run_1/m2.png
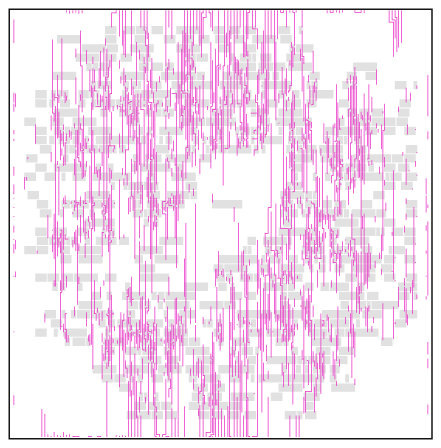
run_1/congestion_map.png
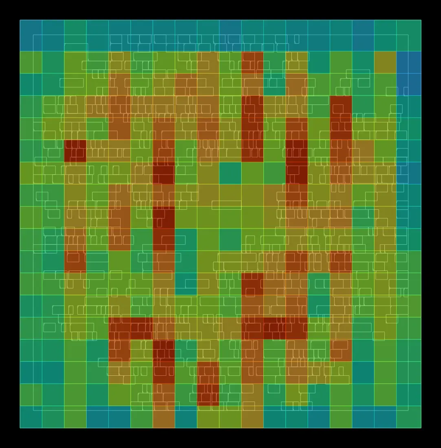
run_1/port_trees.png
Bar = 50 um.
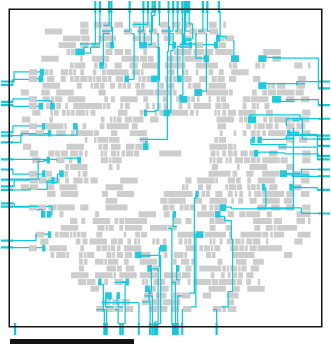
run_1/ff_map.png
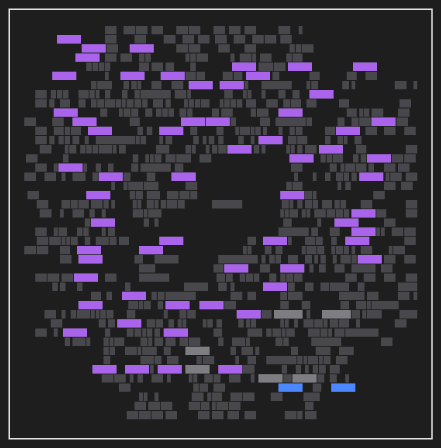
[src/rtl/core_pipe_fetch_ctrl_pkg.sv]
// Shared core definitions for the instruction fetch controller:
// fetch width, fetch buffer capacity and the controller state encoding.
package core_pipe_fetch_ctrl_pkg;

   localparam int unsigned FC_XLEN        = 64;
   localparam int unsigned FC_BUF_BYTES   = 16;
   localparam int unsigned FC_FETCH_BYTES = 8;

   typedef enum logic [1:0] {
      FC_ST_FETCH   = 2'b00,
      FC_ST_DISCARD = 2'b01,
      FC_ST_HALT    = 2'b10
   } fc_state_e;

   function automatic logic [FC_XLEN-1:0] fc_align8(input logic [FC_XLEN-1:0] addr);
      return {addr[FC_XLEN-1:3], 3'b000};
   endfunction

endpackage

[src/rtl/core_pipe_fetch_ctrl_ctr.sv]
// Outstanding-request counter (oc) and discard counter (dc) for the fetch controller.
// The post-update values are exported so the parent can act on them in the same cycle.
module core_pipe_fetch_ctrl_ctr #(
   parameter int unsigned MAX = 2,
   parameter int unsigned W   = 2
) (
   input  logic         g_clk,
   input  logic         g_resetn,
   input  logic         inc,
   input  logic         dec,
   input  logic         load,
   output logic [W-1:0] oc_q,
   output logic [W-1:0] dc_q,
   output logic [W-1:0] oc_d,
   output logic [W-1:0] dc_d
);

   localparam logic [W-1:0] CTR_ZERO = {W{1'b0}};
   localparam logic [W-1:0] CTR_ONE  = W'(1'b1);
   localparam logic [W-1:0] CTR_MAX  = W'(MAX);

   // Next-value logic; a redirect loads dc with the already-updated oc.
   always_comb begin
      oc_d = oc_q;
      dc_d = dc_q;
      if (inc && !dec && (oc_q != CTR_MAX)) begin
         oc_d = oc_q + CTR_ONE;
      end else if (dec && !inc && (oc_q != CTR_ZERO)) begin
         oc_d = oc_q - CTR_ONE;
      end else begin
         oc_d = oc_q;
      end
      if (load) begin
         dc_d = oc_d;
      end else if (dec && (dc_q != CTR_ZERO)) begin
         dc_d = dc_q - CTR_ONE;
      end else begin
         dc_d = dc_q;
      end
   end

   // Counter registers.
   always_ff @(posedge g_clk) begin
      if (!g_resetn) begin
         oc_q <= CTR_ZERO;
         dc_q <= CTR_ZERO;
      end else begin
         oc_q <= oc_d;
         dc_q <= dc_d;
      end
   end

endmodule

[src/rtl/core_pipe_fetch_ctrl.sv]
// Instruction fetch controller: issues aligned 8-byte memory fetches, tracks
// outstanding responses, drops stale ones after a redirect and drives buffer fill.
module core_pipe_fetch_ctrl
   import core_pipe_fetch_ctrl_pkg::*;
#(
   parameter logic [63:0] FC_RESET_ADDR      = 64'h0000_0000_8000_0000,
   parameter int unsigned FC_MAX_OUTSTANDING = 2
) (
   input  logic                g_clk,
   input  logic                g_resetn,
   input  logic                cf_req,
   input  logic [FC_XLEN-1:0]  cf_target,
   output logic                imem_req,
   output logic [FC_XLEN-1:0]  imem_addr,
   input  logic                imem_gnt,
   input  logic                imem_recv,
   input  logic [FC_XLEN-1:0]  imem_rdata,
   input  logic                imem_error,
   input  logic [4:0]          buf_n_depth,
   output logic                buf_flush,
   output logic                fill_en,
   output logic                fill_2,
   output logic                fill_4,
   output logic                fill_6,
   output logic                fill_8,
   output logic [FC_XLEN-1:0]  fill_data,
   output logic                fill_error
);

   localparam int unsigned      OCW      = (FC_MAX_OUTSTANDING < 1) ? 1 : $clog2(FC_MAX_OUTSTANDING + 1);
   localparam logic [OCW-1:0]   CTR_ZERO = {OCW{1'b0}};
   localparam logic [OCW-1:0]   CTR_MAX  = OCW'(FC_MAX_OUTSTANDING);

   fc_state_e          state_q, state_d;
   logic [FC_XLEN-1:0] fa_q, fa_d;
   logic [1:0]         off_q, off_d;
   logic [OCW-1:0]     oc_q, dc_q, oc_d, dc_d;
   logic [31:0]        need_s;
   logic               req_s, commit_s, accept_s;
   logic               unused_s;

   assign unused_s = cf_target[0];

   // Buffer bytes required if one more fetch were issued now.
   assign need_s   = 32'(buf_n_depth) + 32'(FC_FETCH_BYTES) * (32'(oc_q) + 32'd1);
   assign commit_s = req_s && imem_gnt;
   // A response fills only when nothing older is still being discarded.
   assign accept_s = g_resetn && imem_recv && !cf_req && (dc_q == CTR_ZERO) && (state_q == FC_ST_FETCH);

   core_pipe_fetch_ctrl_ctr #(
      .MAX (FC_MAX_OUTSTANDING),
      .W   (OCW)
   ) u_ctr (
      .g_clk    (g_clk),
      .g_resetn (g_resetn),
      .inc      (commit_s),
      .dec      (imem_recv),
      .load     (cf_req),
      .oc_q     (oc_q),
      .dc_q     (dc_q),
      .oc_d     (oc_d),
      .dc_d     (dc_d)
   );

   // Request, flush and fill controls, all combinational from this cycle's inputs.
   always_comb begin
      req_s     = 1'b0;
      buf_flush = 1'b0;
      fill_en   = 1'b0;
      fill_2    = 1'b0;
      fill_4    = 1'b0;
      fill_6    = 1'b0;
      fill_8    = 1'b0;
      if (g_resetn) begin
         req_s     = (state_q != FC_ST_HALT) && !cf_req && (oc_q < CTR_MAX)
                     && (need_s <= 32'(FC_BUF_BYTES));
         buf_flush = cf_req;
         fill_en   = accept_s;
         if (accept_s) begin
            case (off_q)
               2'd0:    fill_8 = 1'b1;
               2'd1:    fill_6 = 1'b1;
               2'd2:    fill_4 = 1'b1;
               2'd3:    fill_2 = 1'b1;
               default: fill_8 = 1'b0;
            endcase
         end else begin
            fill_8 = 1'b0;
         end
      end else begin
         req_s = 1'b0;
      end
   end

   assign imem_req   = req_s;
   assign imem_addr  = fa_q;
   assign fill_data  = imem_rdata;
   assign fill_error = imem_error;

   // Fetch address, offset and state sequencing.
   always_comb begin
      state_d = state_q;
      fa_d    = fa_q;
      off_d   = off_q;
      if (cf_req) begin
         fa_d    = fc_align8(cf_target);
         off_d   = cf_target[2:1];
         state_d = (oc_d != CTR_ZERO) ? FC_ST_DISCARD : FC_ST_FETCH;
      end else begin
         if (commit_s) begin
            fa_d = fa_q + 64'd8;
         end else begin
            fa_d = fa_q;
         end
         if (accept_s) begin
            off_d   = 2'b00;
            state_d = imem_error ? FC_ST_HALT : FC_ST_FETCH;
         end else if ((state_q == FC_ST_DISCARD) && (dc_d == CTR_ZERO)) begin
            state_d = FC_ST_FETCH;
         end else begin
            state_d = state_q;
         end
      end
   end

   // State registers.
   always_ff @(posedge g_clk) begin
      if (!g_resetn) begin
         state_q <= FC_ST_FETCH;
         fa_q    <= fc_align8(FC_RESET_ADDR);
         off_q   <= FC_RESET_ADDR[2:1];
      end else begin
         state_q <= state_d;
         fa_q    <= fa_d;
         off_q   <= off_d;
      end
   end

endmodule
[config.mk]
export PLATFORM = sky130hd
export DESIGN_NAME = core_pipe_fetch_ctrl
export DESIGN_NICKNAME = d
export VERILOG_FILES = /design/src/rtl/core_pipe_fetch_ctrl_pkg.sv /design/src/rtl/core_pipe_fetch_ctrl_ctr.sv /design/src/rtl/core_pipe_fetch_ctrl.sv
export SDC_FILE = /design/constraint.sdc
export NUM_CORES = 1
export LEC_CHECK = 0
export CAP_MARGIN = 20
export CORE_AREA = 4 4 121 123
export DETAILED_ROUTE_END_ITERATION = 8
export DIE_AREA = 0 0 125 127
export PLACE_DENSITY_LB_ADDON = 0.2
export SETUP_SLACK_MARGIN = 0.3
export SLEW_MARGIN = 15
export SYNTH_ARGS = -nofsm -noshare
export SYNTH_HDL_FRONTEND = slang
export SYNTH_SLANG_ARGS = --single-unit
export TNS_END_PERCENT = 50
[constraint.sdc]
create_clock -name g_clk -period 3.1 [get_ports g_clk]
set_input_delay 0.31 -clock g_clk [delete_from_list [all_inputs] [get_ports g_clk]]
set_output_delay 0.31 -clock g_clk [all_outputs]
set_load 0.01 [all_outputs]
==> results.py, run 1 <==
# Flow results
metrics = {
    "sta": {
        "fin_crit_ns": 2.72,
        "maxSlewViolCount": 0,
        "rsz0062_at_grt": "true",
        "relSlewSlack": 0.590,
        "setup_violations": 0,
        "timing.fmax_mhz": 367,
        "final_hold_viol_count": 0,
        "timing.final.ws_setup_ns": 0.377,
        "final.setup.tns_ns": 0,
        "fin_crit_sh": 0.878,
        "tightest_slew_ns": 0.608,
        "layout_skew_ns": 0.00608,
        "hold_slack_ns": 0.352,
    },
    "clock_tree": {
        "cts_buffers": 9,
        "clk_pin_slew_worst_paths_ns": 0.05,
        "cts_buffer_depth": 2,
        "cts_tree": "yes",
        "buffer_count_from_post_cts_setup_fixing": 8,
        "number_of_hold_buffers_added_after_cts": 0,
        "cts_resized": 17,
        "htree_levels": 3,
        "worstSkewPairLatency_ns": 0.33,
        "clock_tree.root_cell": "sky130_fd_sc_hd__clkbuf_16",
        "clkSinkCount": 69,
    },
    "critical_path": {
        "worst_path_dominant_cell_family": "AND-OR/OR-AND gates",
        "worstRegToRegCells": 8,
        "critical_path_end_type": "flop",
        "critical_path_depth": 8,
        "worstPathCellList": "inv_2 -> ha_4 -> fa_2 -> a2111oi_4 -> nand4_4 -> or4_4 -> o211a_1 -> o31a_1",
        "critical_path_arrival_ns": 2.94,
        "critical_path.n_buffers_inverters": 1,
        "critical_path.slowest_cell": "sky130_fd_sc_hd__or4_4",
        "critPathRequiredTime_ns": 3.31,
        "path_class": "flop to flop",
        "rr_endpoint": "imem_addr[30]",
        "worst_setup_path_start_kind": "flop",
        "critical_path.endpoint": "imem_addr[30]",
        "critical_path.reg2reg.startpoint": "u_ctr.oc_q[1]",
        "setup.worst_path.start": "u_ctr.oc_q[1]",
        "cpPeakStageDelay_ns": 0.49,
        "crit_path_max_fanout": 5,
        "reg2reg_setup_slack_ns": 0.38,
    },
    "place": {
        "dpl.cell_count": 854,
        "pre_cts_slack_ns": -0.272,
        "routabilityCongestion": 0.826,
        "postPlaceCellArea_um2": 5870,
        "detailed_place_hpwl_mm": 11.3,
    },
    "cells_and_area": {
        "comb_area_frac": 0.425,
        "clock_cell_area_share": 0.0411,
        "n_antenna_cell": 0,
        "max_reg_flops": 61,
        "largest_cell_class": "combinational gates",
        "signal_buffer_area_fraction": 0.268,
        "nMultiInputCombCells": 431,
        "areaGrowthSynthToFinish_pct": 34.4,
        "logic_area_um2": 2690,
        "postLayoutCellArea_um2": 6330,
        "fillers": 1349,
        "layout.cells.most_common": "sky130_fd_sc_hd__clkdlybuf4s50_1",
        "layout-drive-gt1-share": 0.100,
        "finalNonFillerCells": 879,
        "non_clock_buffer_count": 168,
        "non_cts_inverters": 16,
        "most-common-layout-cells": "sky130_fd_sc_hd__clkdlybuf4s50_1 (140), sky130_fd_sc_hd__dfxtp_1 (67), sky130_fd_sc_hd__nand2_1 (63)",
        "clock_buffer_count": 13,
        "finalNetCount": 842,
        "flops": 69,
    },
    "power": {
        "clock_power_uw": 931,
        "power-per-cell-area_nw_per_um2": 460,
        "sw_frac_of_total": 0.310,
        "pwr.group.sequential_mw": 1.06,
        "combinationalPower_uw": 916,
        "leakage_power_of_the_design_nw": 2.17,
        "power.internal_mw": 2.01,
        "total_power_mw": 2.91,
        "switching_power_uw": 904,
        "combinationalPowerShare": 0.315,
        "max-vdd-ir-drop_v": 0.000214,
        "top_power_group": "sequential cells",
        "clockPowerShare": 0.320,
        "power.sequential.fraction": 0.365,
    },
    "yosys": {
        "ffs_latches_synth": 69,
        "yosys.area_share.xor_xnor": 0.0428,
        "post_synth_fa_ha_maj_area_fraction": 0.0229,
        "netlist_top_cells_count": "sky130_fd_sc_hd__dfxtp_1 (69), sky130_fd_sc_hd__buf_4 (68), sky130_fd_sc_hd__nand2_1 (64)",
        "synthesis.instances": 617,
        "multiplexer_share_of_the_synthesized_area": 0.0319,
        "yosysMostFrequentCell": "sky130_fd_sc_hd__dfxtp_1",
        "synth_warnings": 0,
        "average_cell_area_after_synthesis_um2": 7.63,
        "synth.distinct_cells": 59,
        "async_flop_share": 0,
        "synthTopCellsByArea": "sky130_fd_sc_hd__dfxtp_1 (29%), sky130_fd_sc_hd__buf_4 (11%), sky130_fd_sc_hd__a21oi_1 (5.5%)",
        "post-synth-top-area-fraction": 0.293,
        "topCombFamilyByArea": "simple AND/OR/NAND/NOR gates",
        "enable_flop_cells": 0,
        "synth_flop_type": "sky130_fd_sc_hd__dfxtp_1",
        "synth_top_cell_by_area": "sky130_fd_sc_hd__dfxtp_1",
        "yosysSeqAreaShare": 0.293,
        "yosysChipArea_um2": 4710,
        "simple_gate_area_frac": 0.258,
        "synth.cellmix.compoundShare": 0.200,
        "ys_cells": 617,
        "syn_area_um2": 4710,
    },
    "die": {
        "die_h_um": 127,
        "width_of_the_die_um": 125,
        "core_utilization_before_placement": 0.345,
        "nWellTaps": 180,
        "die_area_um2": 15900,
        "core_um2": 13700,
        "rows": 43,
    },
    "global_routing": {
        "grt_antenna_before_repair": 0,
        "global_route_wire_length_before_repair_mm": 25.1,
        "met3_usage": 0.0468,
        "grt.busiest_layer": "met2",
        "total_grt_overflow": 0,
        "largest_net_degree_at_the_start_of_global_routing": 53,
        "first_global_vias": 4663,
        "gr-usage-all-layers": 0.194,
    },
    "drt": {
        "drc_errors": 0,
        "topRoutingLayerUsed": "met4",
        "ant_nets": 0,
        "vias_per_cell": 5.49,
        "drt_iter0_drc": 349,
        "met1_length_mm": 7.01,
        "met3_length_mm": 1.04,
        "wl_met2_mm": 7.44,
        "post_dr_wirelength_cell_um": 18.1,
        "detailedRoute.firstPassIterationCount": 5,
    },
    "status": {
        "outcome": "finished, final reports clean",
    },
    "worst_hold_path": {
        "min_from": "cf_req",
        "min_delay_path_depth": 3,
        "min_delay_worst_endpoint": "imem_addr[50]",
        "holdCritPathClass": "input port to flop",
    },
    "job": {
        "warnings": 30,
        "max-cap-violations": 0,
    },
}
-- m2.png (at the start) --
nets with wire on the layer: 683
longest straight run: 53.4 um
wire length on this layer: 7,440 um
final wirelength: 15.9 mm
routed vias: 4,828
global-route met2 utilization: 0.310

-- congestion_map.png (at the start) --
share of the core filled with cells: 0.463
global routing met1 resource utilization: 0.248

-- port_trees.png (at the start) --
| colour | port | direction | edge | end cells | buffers | wire |
|---|---|---|---|---|---|---|
| cyan | cf_target | input | 20 top, 16 left, 15 bottom, 13 right | 63 | 63 | 1,700 um |
port bufs: 142
# IOs: 275

-- ff_map.png (at the start) --
| colour | name in the netlist | flops |
|---|---|---|
| blue | u_ctr.dc_q | 2 |
| purple | imem_addr | 61 |
fraction of area in registers: 0.219
sequential standard cell area: 1390 um^2

## Run 2: what changed since run 1
- SKIP_LAST_GASP: unset -> 1
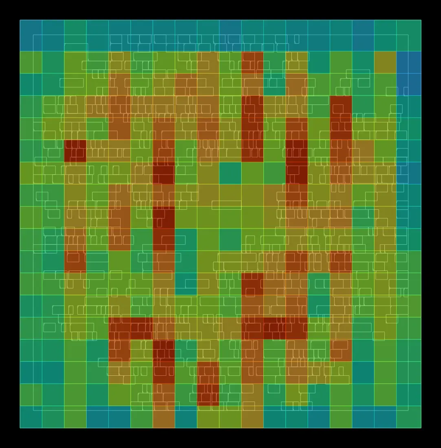
run_2/congestion_map.png
global route hottest layer: met2
post-DR wirelength/cell: 18.1 um
all-layer global routing usage: 0.194
fraction of met3 tracks used by global routing: 0.0468

==> run 2 against run 1 <==
Effect of this change:
- utilization did not move
- first-iteration DRC count did not move
- design area did not move
- flip-flop count did not move
- register-to-register slack barely moved
- total power did not move
- fmax did not move
- via count did not move
- sequential share of layout area did not move
- area after synthesis did not move
- critical endpoint unchanged
- largest cell class unchanged
==> results.py, run 2 <==
# Flow results
metrics = {
    "status": {
        "outcome": "finished, final reports clean",
    },
    "yosys": {
        "average_cell_area_after_synthesis_um2": 7.63,
        "synth_flop_type": "sky130_fd_sc_hd__dfxtp_1",
        "topCombFamilyByArea": "simple AND/OR/NAND/NOR gates",
        "yosysSeqAreaShare": 0.293,
        "synth_top_cell_by_area": "sky130_fd_sc_hd__dfxtp_1",
        "yosysMostFrequentCell": "sky130_fd_sc_hd__dfxtp_1",
        "multiplexer_share_of_the_synthesized_area": 0.0319,
        "post_synth_fa_ha_maj_area_fraction": 0.0229,
        "enable_flop_cells": 0,
        "netlist_top_cells_count": "sky130_fd_sc_hd__dfxtp_1 (69), sky130_fd_sc_hd__buf_4 (68), sky130_fd_sc_hd__nand2_1 (64)",
        "syn_area_um2": 4710,
        "synth.distinct_cells": 59,
        "synthesis.instances": 617,
        "ys_cells": 617,
        "simple_gate_area_frac": 0.258,
        "yosysChipArea_um2": 4710,
        "ffs_latches_synth": 69,
        "post-synth-top-area-fraction": 0.293,
        "synth.cellmix.compoundShare": 0.200,
        "synth_warnings": 0,
        "yosys.area_share.xor_xnor": 0.0428,
        "async_flop_share": 0,
    },
    "cells_and_area": {
        "clock_buffer_count": 13,
        "layout-drive-gt1-share": 0.100,
        "max_reg_flops": 61,
        "comb_area_frac": 0.425,
        "fillers": 1349,
        "finalNetCount": 842,
        "finalNonFillerCells": 879,
        "area.sequential_um2": 1390,
        "largest_cell_class": "combinational gates",
        "signal_buffer_area_fraction": 0.268,
        "most-common-layout-cells": "sky130_fd_sc_hd__clkdlybuf4s50_1 (140), sky130_fd_sc_hd__dfxtp_1 (67), sky130_fd_sc_hd__nand2_1 (63)",
        "share_of_the_core_filled_with_cells": 0.463,
        "non_cts_inverters": 16,
        "logic_area_um2": 2690,
        "non_clock_buffer_count": 168,
        "n_antenna_cell": 0,
        "seq_share": 0.219,
        "clock_cell_area_share": 0.0411,
        "postLayoutCellArea_um2": 6330,
        "flops": 69,
        "layout.cells.most_common": "sky130_fd_sc_hd__clkdlybuf4s50_1",
    },
    "clock_tree": {
        "cts_tree": "yes",
        "cts_buffer_depth": 2,
        "worstSkewPairLatency_ns": 0.33,
        "buffer_count_from_post_cts_setup_fixing": 8,
        "cts_buffers": 9,
        "clock_tree.root_cell": "sky130_fd_sc_hd__clkbuf_16",
        "number_of_hold_buffers_added_after_cts": 0,
        "htree_levels": 3,
    },
    "sta": {
        "maxSlewViolCount": 0,
        "setup_violations": 0,
        "timing.fmax_mhz": 367,
        "fin_crit_ns": 2.72,
        "relSlewSlack": 0.590,
        "fin_crit_sh": 0.878,
        "final_hold_viol_count": 0,
        "tightest_slew_ns": 0.608,
        "rsz0062_at_grt": "true",
        "timing.final.ws_setup_ns": 0.377,
        "hold_slack_ns": 0.352,
    },
    "worst_hold_path": {
        "min_delay_worst_endpoint": "imem_addr[50]",
        "min_delay_path_depth": 3,
        "holdCritPathClass": "input port to flop",
    },
    "place": {
        "routabilityCongestion": 0.826,
        "postPlaceCellArea_um2": 5870,
        "pre_cts_slack_ns": -0.272,
        "port-buffer-count": 142,
        "detailed_place_hpwl_mm": 11.3,
        "dpl.cell_count": 854,
    },
    "die": {
        "num_io_pins": 275,
        "core_utilization_before_placement": 0.345,
        "rows": 43,
        "die_area_um2": 15900,
        "width_of_the_die_um": 125,
        "die_h_um": 127,
        "nWellTaps": 180,
    },
    "global_routing": {
        "grt_antenna_before_repair": 0,
        "global_route.usage.met2": 0.310,
        "global_route_wire_length_before_repair_mm": 25.1,
        "first_global_vias": 4663,
        "total_grt_overflow": 0,
        "largest_net_degree_at_the_start_of_global_routing": 53,
    },
    "drt": {
        "vias": 4828,
        "met3_length_mm": 1.04,
        "vias_per_cell": 5.49,
        "met1_length_mm": 7.01,
        "drc_errors": 0,
        "detailedRoute.firstPassIterationCount": 5,
        "drt_iter0_drc": 349,
        "ant_nets": 0,
        "wl_met2_mm": 7.44,
    },
    "power": {
        "power.sequential.fraction": 0.365,
        "switching_power_uw": 904,
        "leakage_power_of_the_design_nw": 2.17,
        "power-per-cell-area_nw_per_um2": 460,
        "clockPowerShare": 0.320,
        "clock_power_uw": 931,
        "combinationalPowerShare": 0.315,
        "top_power_group": "sequential cells",
        "power.internal_mw": 2.01,
        "max-vdd-ir-drop_v": 0.000214,
        "combinationalPower_uw": 916,
    },
    "critical_path": {
        "critical_path_depth": 8,
        "critical_path.slowest_cell": "sky130_fd_sc_hd__or4_4",
        "path_class": "flop to flop",
        "critical_path.reg2reg.startpoint": "u_ctr.oc_q[1]",
        "worst_setup_path_start_kind": "flop",
        "critical_path.endpoint": "imem_addr[30]",
        "crit_path_max_fanout": 5,
        "rr_endpoint": "imem_addr[30]",
        "reg2reg_setup_slack_ns": 0.38,
        "critical_path_arrival_ns": 2.94,
        "worst_path_dominant_cell_family": "AND-OR/OR-AND gates",
        "setup.worst_path.start": "u_ctr.oc_q[1]",
        "critPathRequiredTime_ns": 3.31,
        "cpPeakStageDelay_ns": 0.49,
        "critical_path.n_buffers_inverters": 1,
        "worstRegToRegCells": 8,
    },
    "job": {
        "max-cap-violations": 0,
        "warnings": 30,
    },
}
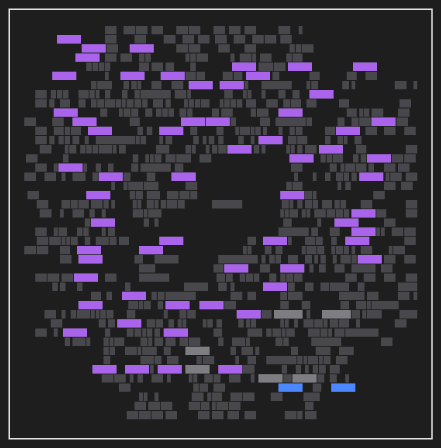
run_2/ff_map.png
reported sequential group power: 1.06 mW

Power and IR drop assume default switching activity.
